==> config.mk <==
export PLATFORM = sky130hd
export DESIGN_NAME = pipe_skid_stage
export DESIGN_NICKNAME = d
export VERILOG_FILES = /design/src/rtl/pipe_pkg.sv /design/src/rtl/pipe_sat_counter.sv /design/src/rtl/pipe_skid_stage.sv
export SDC_FILE = /design/constraint.sdc
export NUM_CORES = 1
export LEC_CHECK = 0
export CAP_MARGIN = 20
export CORE_MARGIN = 1.5
export CORE_UTILIZATION = 54
export DETAILED_ROUTE_END_ITERATION = 10
export DONT_BUFFER_PORTS = 1
export PLACE_DENSITY = 0.69
export SLEW_MARGIN = 20
export SYNTH_ARGS = -nofsm -noshare
export SYNTH_HDL_FRONTEND = slang
export SYNTH_SLANG_ARGS = --single-unit
==> constraint.sdc <==
create_clock -name clk -period 4.3 [get_ports clk]
set_clock_uncertainty 0.2 [all_clocks]
set_input_delay 0.645 -clock clk [delete_from_list [all_inputs] [get_ports clk]]
set_output_delay 0.645 -clock clk [all_outputs]
set_load 0.02 [all_outputs]
Figure 1. Clock network drawn from the DEF.
Drawn at 4 px/um.
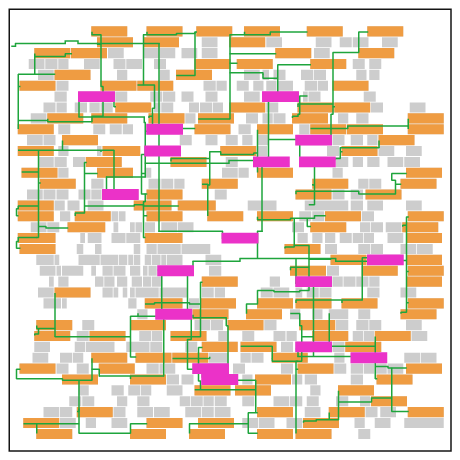
[cells driving clock nets] magenta | count: 17
[flip-flops] orange | count: 133
[clock wires] green | length: 1640 um
routed clock nets: 18
Clock group: 1330 uW
Clk pwr share: 0.309
worst skew pair latency: 400 ps

Figure 2. Placed cells, one colour a class.
Drawn at 4 px/um. Fill, decap, tap and diode cells in grey.
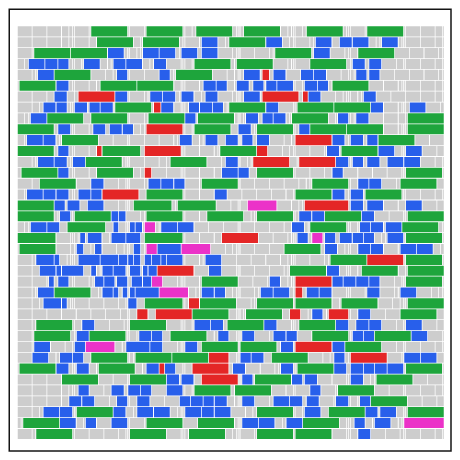
[clock drivers and dummy loads] red | cells: 31
[other buffers and delay cells] magenta | cells: 9
[flip-flops] green | cells: 133
[all other logic] blue | cells: 300
Core Region: 11000 um2
Seq area share: 0.488
Cell Rows: 38
final design area excluding fillers: 6840 um2
Core Util, Final: 0.620

Figure 3. Routing congestion.
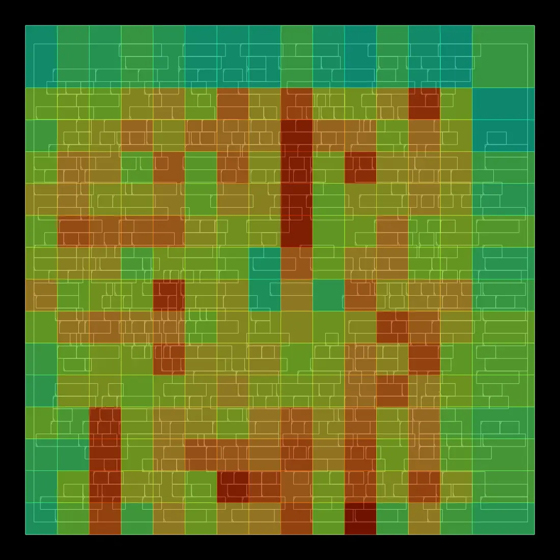
GRT Total Usage: 0.244
GR Util met3: 0.0870
GR peak layer: met2
GR Util met2: 0.372
Routed wire per std cell: 23.0 um

Figure 4. Sequential cells grouped by signal name.
Drawn at 4 px/um. Other sequential cells in the stronger grey, the rest of the logic in the fainter grey.
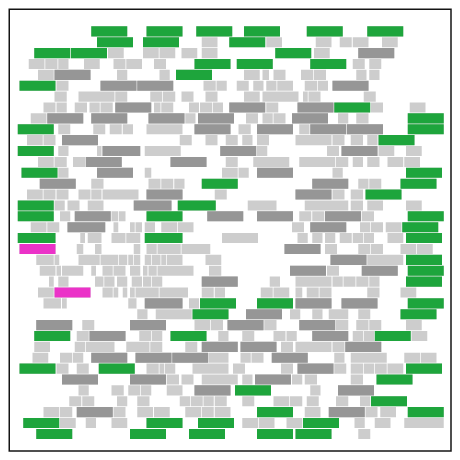
[occupancy] magenta | placed flops: 2
[out_data] green | placed flops: 65 | where: all over the die
not coloured: 66
seq pwr: 1970 uW
register area: 3340 um2

==> impl_metrics.csv <==
group,metric,value,unit
place,pre_cts_slack,1090,ps
power,power.density,630,nW/um2
synthesis,topCellsByArea,"dfrtp_1, mux2_2, a22o_1, o2bb2ai_1, a22oi_1",
synthesis,top_logic_kind,"AND-OR/OR-AND gates",
floorplan,nWellTaps,140,
layout,nMultiInputCombCells,293,
layout,nNonClkBuffers,9,
critical_path,cp.depth,7,
synthesis,ys_cells,481,
floorplan,die_y,110,um
synthesis,synth.cell_area,6190,um2
critical_path,reg2reg_slack,1090,ps
place,dp.final_hpwl,8330,um
run_status,outcome,"finished, violations left",
layout,area_dominant_class,"registers",
critical_path,cp_top_family,"adder cells",
job,tool_warnings,31,
floorplan,io_pins,139,
critical_path,path_cells,"inv_1 > ha_2 > nor2b_1 > or2_2 > a21oi_4 > buf_12 > mux2_2",
critical_path,end_kind,"register",
clock_tree,tritoncts,"built",
synthesis,syn_inst,481,
layout,lay_top_count,"dfrtp_1",
clock_tree,cts.sinks,133,
synthesis,mux_share,0.120,
synthesis,syn_area_per_cell,12.9,um2
critical_path,cp.buffers_inverters,2,
power,ir_drop,0.378,mV
synthesis,yosysWarnings,0,
route,drtIter0Drc,355,
route,wl_met3,1240,um
clock_tree,clock_path_buffers,2,
grt,grt_pass1_vias,4376,
floorplan,dieArea,12100,um2
synthesis,synthXorXnorAreaFrac,0,
floorplan,die_width,110,um
synthesis,ys_area,6190,um2
timing,maxSlewViolCount,0,
synthesis,top_cell,"dfrtp_1",
timing,grt_setup_unrepaired,"false",
route,drt-total-wl,14100,um
place,postPlaceCellArea,6270,um2
timing,tns,0,ps
place,place_inst,581,
power,top_power_group,"sequential cells",
synthesis,ys_seq_frac,0.539,
grt,grt_pass1_wl,22700,um
critical_path,worstPathRequired,4380,ps
synthesis,ys_sh_simple,0.0204,
layout,fillers,854,
synthesis,ys_sh_aoi,0.268,
timing,hold_viol,1,
critical_path,cpPeakStageDelay,740,ps
critical_path,critPathLaunchType,"register",
run_status,failed_checks,"negative hold slack",
layout,non_clock_buffer_area_share,0.0201,
layout,layoutNonFillerInstCount,613,
layout,flops,133,
grt,antenna_found_initial,0,
timing,whs,-0.785,ps
layout,clock_cell_area_share,0.0796,
power,combPwrFrac,0.234,
power,p_int,2780,uW
synthesis,synth-edff-count,0,
timing,period_needed,3210,ps
Power and IR drop assume default switching activity.
